Fig. 1: run 1, routing congestion
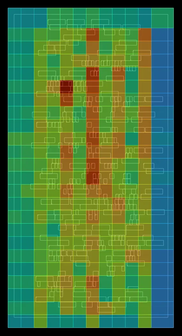
Fig. 2: run 1, M2 wires
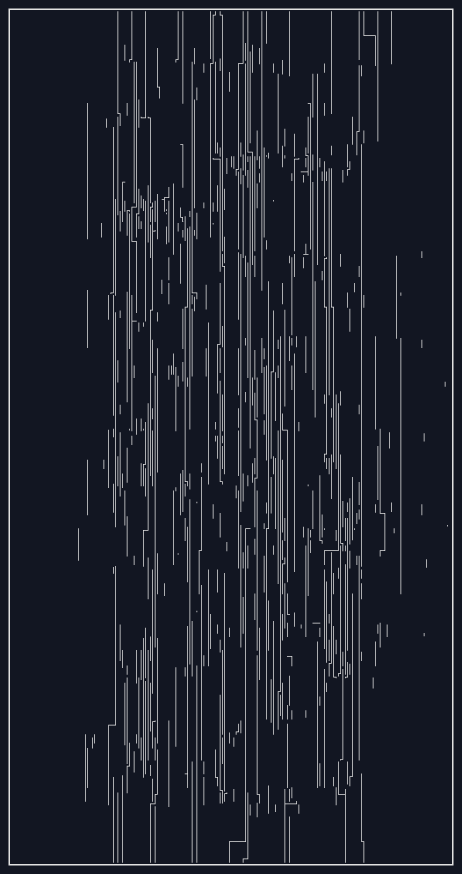
Fig. 3: run 1, gate families picked out
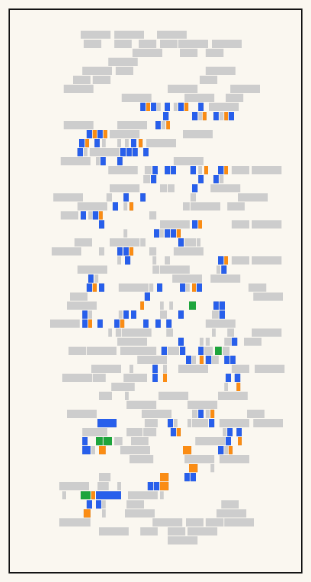
Fig. 4: run 1, local utilization
The die is cut into 9 by 17 equal tiles; white is low, dark blue is high, 0 to 100% covered.
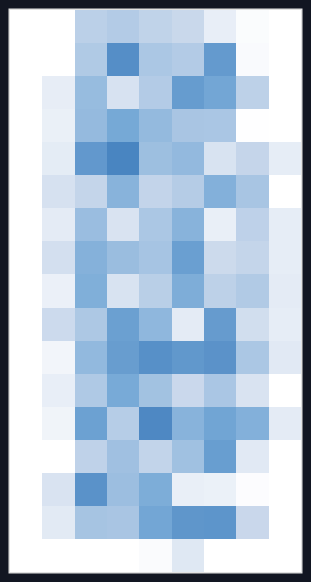
File: src/rtl/imm_extend_stage.sv
// Immediate extension stage: zero/sign/upper/branch extension into a 2-entry skid buffer.
// Latency: 1 cycle from accepted input to out_valid when the buffer is empty.
// Backpressure: in_ready is registered and drops only when both entries are held (TWO).
//
// Extension is computed when a word is accepted, and the stored result is held.
// out_data is driven straight from the main register. The skid register absorbs
// the one extra word that can arrive while the consumer stalls. Because in_ready
// is a flop, the producer never sees a combinational path from out_ready.
// OUT_W must be at least IN_W+2 so the branch mode keeps all input bits after
// the left shift by 2.

module imm_extend_stage #(
    parameter int IN_W  = 16,
    parameter int OUT_W = 32
) (
    input  logic             clk,
    input  logic             rst_n,
    input  logic             in_valid,
    output logic             in_ready,
    input  logic [IN_W-1:0]  in_data,
    input  logic [1:0]       in_mode,
    input  logic             flush,
    output logic             out_valid,
    input  logic             out_ready,
    output logic [OUT_W-1:0] out_data
);

    localparam int PAD_W = OUT_W - IN_W;

    // Extension mode encodings
    localparam logic [1:0] MODE_ZERO   = 2'b00;
    localparam logic [1:0] MODE_SIGN   = 2'b01;
    localparam logic [1:0] MODE_UPPER  = 2'b10;
    localparam logic [1:0] MODE_BRANCH = 2'b11;

    typedef enum logic [1:0] {
        ST_EMPTY = 2'd0,
        ST_ONE   = 2'd1,
        ST_TWO   = 2'd2
    } state_t;

    state_t           state_q, state_d;
    logic [OUT_W-1:0] main_q, main_d;
    logic [OUT_W-1:0] skid_q, skid_d;
    logic             in_ready_q;
    logic             out_valid_q;
    logic [OUT_W-1:0] ext_dat;
    logic             acc;
    logic             xfer;

    // Handshakes. A word offered while in_ready is low is simply not taken.
    assign acc  = in_valid & in_ready_q;
    assign xfer = out_valid_q & out_ready;

    assign in_ready  = in_ready_q;
    assign out_valid = out_valid_q;
    assign out_data  = main_q;

    // Extend the incoming immediate according to in_mode.
    always_comb begin
        ext_dat = {{PAD_W{1'b0}}, in_data};
        case (in_mode)
            MODE_ZERO:   ext_dat = {{PAD_W{1'b0}}, in_data};
            MODE_SIGN:   ext_dat = {{PAD_W{in_data[IN_W-1]}}, in_data};
            MODE_UPPER:  ext_dat = {in_data, {PAD_W{1'b0}}};
            // Sign-extend, then shift left by 2. The two top sign copies fall off.
            MODE_BRANCH: ext_dat = {{(PAD_W-2){in_data[IN_W-1]}}, in_data, 2'b00};
            default:     ext_dat = {{PAD_W{1'b0}}, in_data};
        endcase
    end

    // Next state and data movement for the skid buffer.
    // flush overrides every transfer. The registers keep their contents, so
    // out_data still shows its last value once out_valid is low.
    always_comb begin
        state_d = state_q;
        main_d  = main_q;
        skid_d  = skid_q;
        if (flush) begin
            state_d = ST_EMPTY;
        end else begin
            case (state_q)
                ST_EMPTY: begin
                    if (acc) begin
                        state_d = ST_ONE;
                        main_d  = ext_dat;
                    end
                end
                ST_ONE: begin
                    if (acc && !xfer) begin
                        // Consumer is stalled, so park the new word behind main.
                        state_d = ST_TWO;
                        skid_d  = ext_dat;
                    end else if (acc && xfer) begin
                        main_d  = ext_dat;
                    end else if (xfer) begin
                        state_d = ST_EMPTY;
                    end
                end
                ST_TWO: begin
                    // Nothing is accepted here. Draining main promotes skid.
                    if (xfer) begin
                        state_d = ST_ONE;
                        main_d  = skid_q;
                    end
                end
                default: begin
                    state_d = ST_EMPTY;
                end
            endcase
        end
    end

    // State and storage registers. The handshake flags are registered copies
    // decoded from the next state.
    always_ff @(posedge clk or negedge rst_n) begin
        if (!rst_n) begin
            state_q     <= ST_EMPTY;
            main_q      <= '0;
            skid_q      <= '0;
            in_ready_q  <= 1'b1;
            out_valid_q <= 1'b0;
        end else begin
            state_q     <= state_d;
            main_q      <= main_d;
            skid_q      <= skid_d;
            in_ready_q  <= (state_d != ST_TWO);
            out_valid_q <= (state_d != ST_EMPTY);
        end
    end

endmodule

File: config.mk
export PLATFORM = sky130hd
export DESIGN_NAME = imm_extend_stage
export DESIGN_NICKNAME = d
export VERILOG_FILES = /design/src/rtl/imm_extend_stage.sv
export SDC_FILE = /design/constraint.sdc
export NUM_CORES = 1
export LEC_CHECK = 0
export ABC_CLOCK_PERIOD_IN_PS = 5450
export CAP_MARGIN = 40
export CORE_ASPECT_RATIO = 2
export CORE_MARGIN = 3
export CORE_UTILIZATION = 25
export CTS_CLUSTER_SIZE = 10
export DETAILED_ROUTE_END_ITERATION = 6
export DONT_BUFFER_PORTS = 1
export GPL_TIMING_DRIVEN = 0
export PLACE_DENSITY_LB_ADDON = 0.12
export SLEW_MARGIN = 5
export SYNTH_ARGS = -nofsm -noshare
export SYNTH_HDL_FRONTEND = slang
export SYNTH_SLANG_ARGS = --single-unit
export TNS_END_PERCENT = 20
File: constraint.sdc
create_clock -name clk -period 5.45 [get_ports clk]
set_clock_uncertainty 0.15 [all_clocks]
set_input_delay 1.09 -clock clk [delete_from_list [all_inputs] [get_ports clk]]
set_output_delay 1.09 -clock clk [all_outputs]
set_load 0.03 [all_outputs]
==> out/metrics.cfg, run 1 <==
[layout]
lay_top_cells=dfrtp_1 (67), a21oi_1 (61), o21ai_0 (34)
n_sequential_cell=68
stdcell_count=485
mi_logic_area_um2=1478
synthToLayoutAreaGrowth_pct=14.83
clock_area_frac=0.07944
nets=351
n_antenna_cell=0
regArea_um2=1703
buffer_area_frac=0.03596
inverters=4
seq_area_frac=0.4449
drive_above_1_share=0.1922
nNonClkBuffers=21
final_cell_area_um2=3827
utilization=0.2929
largestClassByArea=flip-flops and latches
nClkBuffers=12
comb_area_frac=0.3861
logic_gate_count=224
fillers=1342
layout_top_cell=dfrtp_1

[routing]
viasPerCell=4.808
ant_nets=0
num_vias=2332
drc=0
detail_route.first_pass.iterations=4
wl_per_cell_um=19.28
wl_um=9351
drt_iter0_markers=123

[grt]
grt_pass1_vias=2441
grt_max_degree=69
grt_pass1_wl_um=14780
gr-total-overflow=0
antenna_found_initial=0

[power_and_ir_drop]
power_mw=1.883
power.density_nw_per_um2=491.9
leakage_nw=1.593
vdd_drop_max_mv=0.1342

[place]
io_buffers=0
hpwlAfterDp_um=6849
dp_cells=469
gp_congestion=0.7571
dpl_worst_slack_ns=2.722
post_dp_cell_area_um2=3523

[critical_path]
crit_required_ns=5.57
cp-start-kind=primary input
rr_startpoint=in_ready
crit_fanout=10
cp-end-kind=register
cp-startpoint=in_mode[1]
reg2reg_depth=5
worstSetupPathType=in2reg
r2r_end=out_data[23]
worstSetupEndpoint=out_data[29]
r2r_setup_slack_ns=3.18
crit_arrival_ns=2.50

[clock_tree]
clk_pin_slew_worst_paths_ns=0.06
cts_tree=yes
clock_path_buffers=2
clkSinkCount=68
post_cts_resized=0
cts_max_level=3
clockRootBuffer=clkbuf_16
postCtsSetupRepairBufs=0
worstSkewPairLatency_ns=0.33
holdBufCountCts=0
cts_buffers=9

[synth]
async_flop_share=1.000
synth-simple-area-share=0.1265
ys_sh_mux=0.1547
numSynthFlops=68
common_cells=dfrtp_1 (67), a21oi_1 (61), o21ai_0 (34)
topCellsByArea=dfrtp_1 (50%), mux2_4 (14%), a21oi_1 (9.2%), o21ai_0 (5.1%), nor2_1 (3.5%)
ys_cells=317
logic_family=AND-OR/OR-AND gates
ys_types=28
ys_seq_share=0.5109
netlist.area_leader.share=0.5030
syn_area_per_cell_um2=10.51
syn_inst=317
synth-edff-count=0
fp_nets=340
xor_area_frac=0
ys_area_um2=3333
yosys.area.top_type=dfrtp_1
ys_warn_count=0
fa_ha_area_frac=0
top_cell=dfrtp_1
synth_area_um2=3333
ys.flop_type=dfrtp_1
synthAoiAreaFrac=0.1622

[final_timing]
max_slew_margin=0.6097
post-route-period-util=0.4373
setup_violations=0
drv_slew=0
worst_slew_pin_slew_ns=0.5855
finalHoldViolCount=0
fin_crit_ns=2.383
fin_ws_ns=3.067
finalSetupTns_ns=0
holdWs_ns=0.3006
rsz0062_at_grt=false
fmaxAchievable_mhz=419.6

[hold_path]
hp-class=in2async

[die]
initial_core_util=0.2551
die-area_um2=14840
design.core.area_um2=13070
num_tap_cells=152
die_h_um=169.3
rows=59
fp.dieW_um=87.65
pin_count=57

[flow_run]
drv_cap=0
warnings=26

[run_status]
outcome=complete, no violations

About Fig. 1:
GRT Total Usage: 0.1349
met3 usage: 0.04082
met2 usage: 0.2372
grt met1 use: 0.1485
GRT busiest layer: met2

About Fig. 2:
nets with wire on the layer: 286
main direction: vertical
wire length on this layer: 5130 um

About Fig. 3:
| family | color | cells |
|---|---|---|
| and/or cells | green | 5 |
| nand cells | orange | 36 |
| aoi and oai cells | blue | 98 |

About Fig. 4:
mean over tiles: 25%
nearly empty tiles: 24%
fullest tile: 66%

==> run 1: where the power goes <==
part	internal [mW]	switching (mW)
Combinational	0.190	0.137
Sequential	0.688	0.270
Clock	0.378	0.220
==> run 1: critical path: stages <==
cell and delay [ns]:
nor2b_1 0.28, clkbuf_1 0.44, a21oi_1 0.17, o21ai_0 0.31, mux2_4 0.21
==> run 1: sequential cells by signal, indices dropped and copies added, names as in the netlist <==
register	cells
in_ready	1
out_data	32
out_valid	1
skid_q	32
state_q	2
==> run 1: metal layers <==
metal / wire, um / vias up / part of all wire
met5: 0 / - / 0
met4: 135 / 0 / 0.014
met3: 585 / 14 / 0.063
met2: 5133 / 55 / 0.55
met1: 3497 / 1149 / 0.37
li1: - / 1114 / -
==> inputs of run 2 (changes only) <==
--- a/config.mk
+++ b/config.mk
@@ -5,7 +5,7 @@
 export SDC_FILE = /design/constraint.sdc
 export NUM_CORES = 1
 export LEC_CHECK = 0
-export ABC_CLOCK_PERIOD_IN_PS = 5450
+export ABC_CLOCK_PERIOD_IN_PS = 2000
 export CAP_MARGIN = 40
 export CORE_ASPECT_RATIO = 2
 export CORE_MARGIN = 3
==> constraint.sdc (replaced) <==
create_clock -name clk -period 2 [get_ports clk]
set_clock_uncertainty 0.15 [all_clocks]
set_input_delay 0.4 -clock clk [delete_from_list [all_inputs] [get_ports clk]]
set_output_delay 0.4 -clock clk [all_outputs]
set_load 0.03 [all_outputs]
Fig. 5: run 2, M2 wires
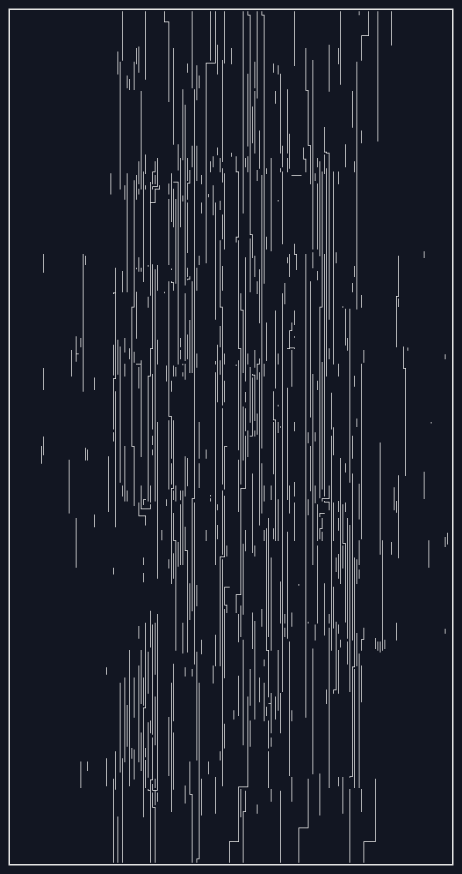
nets with wire on the layer: 300
longest straight run: 91.8 um
main direction: vertical
share of all routed wire: 54%
wire length on this layer: 5200 um

==> run 2 against run 1 <==
- the flow now finishes with violations (negative hold slack, negative setup slack)
- total power grew to 2.7 times the previous value
- final area grew 1.9%
- global-route usage grew 0.30 points
- hold slack got worse by 0.69 ns
- area after synthesis unchanged
- flip-flop count did not move
- critical path type is now reg2reg
==> out/metrics.cfg, run 2 <==
[power_and_ir_drop]
p_comb_frac=0.185  ; +0.011
power_mw=5.020  ; +170%
switchingPower_mw=1.731  ; +180%
p_sw_frac=0.3447  ; +0.01176
seq_power_share=0.520  ; +0.011
pwr-share-clk=0.295  ; -0.023
vdd_drop_max_mv=0.3806  ; +180%
leakage_nw=1.632  ; +2.5%
p_int_mw=3.290  ; +160%
sequentialPower_mw=2.61  ; +170%

[place]
dpl_worst_slack_ns=-0.2418  ; -2.963 ns
io_buffers=0  ; unchanged
post_dp_cell_area_um2=3533  ; +0.28%
gp_congestion=0.7374  ; -2.6%

[critical_path]
reg2reg_depth=6  ; +1
r2r_end=out_data[11]
rr_startpoint=in_ready
critPathMaxStageDelay_ns=0.66  ; +0.22 ns
worstSetupPathType=reg2reg
cp-end-kind=register
crit_fanout=10  ; unchanged
worstSetupEndpoint=out_data[11]
crit_top_cell=buf_12
path_cells=nand2_4 -> or3_4 -> a21oi_4 -> buf_12 -> buf_12 -> mux2_4
crit_family=flip-flops
cp-startpoint=in_ready
crit_cells=6  ; +1
crit_path_top_delay_cell=dfstp_2
path_buffers=2  ; +1
crit_required_ns=2.07  ; -3.50 ns

[die]
fp.dieW_um=87.65  ; unchanged
die_h_um=169.3  ; unchanged
design.core.area_um2=13070  ; unchanged
initial_core_util=0.2551  ; unchanged
die-area_um2=14840  ; unchanged

[layout]
stdcell_count=493  ; +1.6%
utilization=0.2985  ; +0.005554
drive_above_1_share=0.2229  ; +0.03068
n_antenna_cell=0  ; unchanged
fillers=1321  ; -1.6%
nets=359  ; +2.3%
final_cell_area_um2=3900  ; +1.9%

[final_timing]
holdWs_ns=-0.3892  ; -0.6897 ns
max_slew_margin=0.5937  ; -0.01604
setup_violations=32  ; +32
fin_crit_ns=2.094
worst_slew_pin_slew_ns=0.6095  ; +0.02406 ns
fin_ws_ns=-0.09371  ; -3.160 ns
post-route-period-util=1.047
finalHoldViolCount=68  ; +68

[run_status]
outcome=finished, violations left
violations=negative hold slack, negative setup slack

[synth]
async_flop_share=1.000  ; unchanged
common_cells=dfrtp_1 (67), a21oi_1 (61), o21ai_0 (34)
yosys.area.top_type=dfrtp_1
netlist.area_leader.share=0.5030  ; unchanged
topCellsByArea=dfrtp_1 (50%), mux2_4 (14%), a21oi_1 (9.2%), o21ai_0 (5.1%), nor2_1 (3.5%)
fp_nets=340  ; unchanged
ys.flop_type=dfrtp_1
ys_area_um2=3333  ; unchanged
ys_seq_share=0.5109  ; unchanged
logic_family=AND-OR/OR-AND gates
syn_inst=317  ; unchanged
ys_sh_mux=0.1547  ; unchanged
fa_ha_area_frac=0  ; unchanged
top_cell=dfrtp_1

[clock_tree]
cts_buffers=9  ; unchanged
clock_path_buffers=2  ; unchanged
clockRootBuffer=clkbuf_16
worstSkewPairLatency_ns=0.33  ; about the same
holdBufCountCts=1  ; +1
clk_pin_slew_worst_paths_ns=0.06  ; about the same
cts_tree=yes

[routing]
wl_per_cell_um=19.50  ; +1.1%
viasPerCell=4.785  ; -0.48%
ant_nets=0  ; unchanged
detail_route.first_pass.iterations=4  ; unchanged
drc=0  ; unchanged
num_vias=2359  ; +1.2%

[grt]
grt_util_all_layers=0.1379  ; +0.003017
grt_pass1_vias=2463  ; +0.90%

[flow_run]
drv_cap=0  ; unchanged
warnings=31  ; +19%

[run 2: cell counts after synthesis]
No cell type changed its count.
[run 2: per-layer routing]
layer | wire length, um | GRT usage | vias up
met4 | 192 | 0.05611 | 0
met5 | 0 | 0 | -
met1 | 3655 | 0.1584 | 1157
met2 | 5197 | 0.2372 | 63
met3 | 567 | 0.03693 | 12
li1 | - | - | 1127
[run 2: final cells by class]
type | instances | area (um^2) | area share
plain buffers | 18 | 90.09 | 0.02310
clock inverters | 4 | 25.02 | 0.006416
clock buffers | 12 | 246.5 | 0.06320
flip-flops and latches | 68 | 1704 | 0.4370
well taps | 152 | 190.2 | 0.04876
multi-input cells | 224 | 1488 | 0.3815
inverters | 4 | 15.01 | 0.003850
repair buffers | 11 | 141.4 | 0.03625
==> inputs of run 3 (changes only) <==
--- a/config.mk
+++ b/config.mk
@@ -15,6 +15,7 @@
 export DONT_BUFFER_PORTS = 1
 export GPL_TIMING_DRIVEN = 0
 export PLACE_DENSITY_LB_ADDON = 0.12
+export RECOVER_POWER = 50
 export SLEW_MARGIN = 5
 export SYNTH_ARGS = -nofsm -noshare
 export SYNTH_HDL_FRONTEND = slang
Fig. 6: run 3, routing congestion
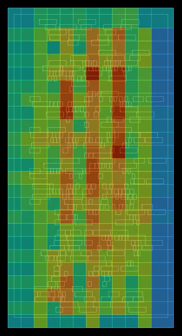
GRT Total Usage: 0.1379
grt met1 use: 0.1584

==> run 3 against run 2 <==
- the run still ends with negative hold slack, negative setup slack left
- fmax unchanged
- non-clock buffer count did not move
- critical path depth did not move
- die size did not move
- via count is the same
- sequential share of layout area unchanged
- combinational power about the same
- critical endpoint unchanged
- highest routed layer unchanged
==> out/metrics.cfg, run 3 <==
[synth]
fp_nets=340  ; unchanged
ys_warn_count=0
syn_area_per_cell_um2=10.51
netlist.area_leader.share=0.5030  ; unchanged
synth-edff-count=0
top_cell=dfrtp_1
synth-simple-area-share=0.1265
ys.flop_type=dfrtp_1
async_flop_share=1.000  ; unchanged
fa_ha_area_frac=0  ; unchanged
common_cells=dfrtp_1 (67), a21oi_1 (61), o21ai_0 (34)
synth_area_um2=3333
ys_types=28
synthAoiAreaFrac=0.1622
ys_cells=317
yosys.area.top_type=dfrtp_1
ys_seq_share=0.5109  ; unchanged
xor_area_frac=0
ys_area_um2=3333  ; unchanged
ys_sh_mux=0.1547  ; unchanged
logic_family=AND-OR/OR-AND gates
numSynthFlops=68
syn_inst=317  ; unchanged
topCellsByArea=dfrtp_1 (50%), mux2_4 (14%), a21oi_1 (9.2%), o21ai_0 (5.1%), nor2_1 (3.5%)

[clock_tree]
clk_pin_slew_worst_paths_ns=0.06  ; about the same
holdBufCountCts=1  ; unchanged
clock_path_buffers=2  ; unchanged
post_cts_resized=9
cts_buffers=9  ; unchanged
clkSinkCount=68
cts_tree=yes
postCtsSetupRepairBufs=8
clockRootBuffer=clkbuf_16
worstSkewPairLatency_ns=0.33  ; about the same
cts_max_level=3

[power_and_ir_drop]
vdd_drop_max_mv=0.3806  ; unchanged
pwr-share-clk=0.295  ; about the same
p_int_mw=3.290  ; unchanged
power.density_nw_per_um2=1287
power_mw=5.020  ; unchanged
p_sw_frac=0.3447  ; unchanged
powerComb_mw=0.929
leakage_nw=1.632  ; unchanged
maxPowerGroup=sequential cells
p_comb_frac=0.185  ; about the same
switchingPower_mw=1.731  ; unchanged
seq_power_share=0.520  ; about the same
sequentialPower_mw=2.61  ; about the same
pg_clk_mw=1.48

[critical_path]
r2r_end=out_data[11]
critPathMaxStageDelay_ns=0.66  ; about the same
cp-startpoint=in_ready
crit_required_ns=2.07  ; about the same
crit_cells=6  ; unchanged
crit_family=flip-flops
crit_fanout=10  ; unchanged
worstSetupPathType=reg2reg
cp-end-kind=register
crit_arrival_ns=2.16
crit_path_top_delay_cell=dfstp_2
reg2reg_depth=6  ; unchanged
crit_top_cell=buf_12
path_cells=nand2_4 -> or3_4 -> a21oi_4 -> buf_12 -> buf_12 -> mux2_4
worstSetupEndpoint=out_data[11]
rr_startpoint=in_ready
path_buffers=2  ; unchanged
r2r_setup_slack_ns=-0.09
cp-start-kind=register

[die]
pin_count=57
die_h_um=169.3  ; unchanged
fp.dieW_um=87.65  ; unchanged
initial_core_util=0.2551  ; unchanged
die-area_um2=14840  ; unchanged
design.core.area_um2=13070  ; unchanged
rows=59

[layout]
layout_top_cell=dfrtp_1
regArea_um2=1704  ; unchanged
mi_logic_area_um2=1488  ; unchanged
lay_top_cells=dfrtp_1 (66), a21oi_1 (61), o21ai_0 (34)
final_cell_area_um2=3900  ; unchanged
drive_above_1_share=0.2229  ; unchanged
synthToLayoutAreaGrowth_pct=17.00
nets=359  ; unchanged
fillers=1321  ; unchanged
stdcell_count=493  ; unchanged
n_antenna_cell=0  ; unchanged
utilization=0.2985  ; unchanged

[routing]
wl_per_cell_um=19.50  ; unchanged
num_vias=2359  ; unchanged
drc=0  ; unchanged
drt_iter0_markers=108
detail_route.first_pass.iterations=4  ; unchanged
ant_nets=0  ; unchanged
viasPerCell=4.785  ; unchanged
wl_um=9613

[place]
io_buffers=0  ; unchanged
hpwlAfterDp_um=6838
dp_cells=469
gp_congestion=0.7374  ; unchanged
post_dp_cell_area_um2=3533  ; unchanged
dpl_worst_slack_ns=-0.2418  ; unchanged

[final_timing]
fin_crit_ns=2.094  ; unchanged
fin_ws_ns=-0.09371  ; unchanged
post-route-period-util=1.047  ; unchanged
holdWs_ns=-0.3892  ; unchanged
finalHoldViolCount=68  ; unchanged
setup_violations=32  ; unchanged
fmaxAchievable_mhz=477.6
max_slew_margin=0.5937  ; unchanged
finalSetupTns_ns=-2.479
rsz0062_at_grt=true
drv_slew=0
worst_slew_pin_slew_ns=0.6095  ; unchanged

[run_status]
violations=negative hold slack, negative setup slack
outcome=finished, violations left

[hold_path]
hp-class=in2async

[grt]
antenna_found_initial=0
grt_pass1_vias=2463  ; unchanged
gr-total-overflow=0
grt_pass1_wl_um=15040
grt_max_degree=69

[flow_run]
warnings=31  ; unchanged
drv_cap=0  ; unchanged

[run 3: final cells by class]
| type | instances | area share |
|---|---|---|
| sequential | 68 | 0.4370 |
| multi-input combinational | 224 | 0.3815 |
| clock buffer | 12 | 0.06320 |
| tap | 152 | 0.04876 |
| timing repair buffer | 11 | 0.03625 |
| buffer | 18 | 0.02310 |
| clock inverter | 4 | 0.006416 |
| inverter | 4 | 0.003850 |
[run 3: metal layers]
layer | track usage | routed length (um) | vias to the layer above | share of wire
met4 | 0.05611 | 192 | 0 | 0.020
li1 | - | - | 1127 | -
met2 | 0.2372 | 5197 | 63 | 0.54
met3 | 0.03693 | 567 | 12 | 0.059
met1 | 0.1584 | 3655 | 1157 | 0.38
met5 | 0 | 0 | - | 0
No activity file was given, so power comes from the tool's default toggle rates.
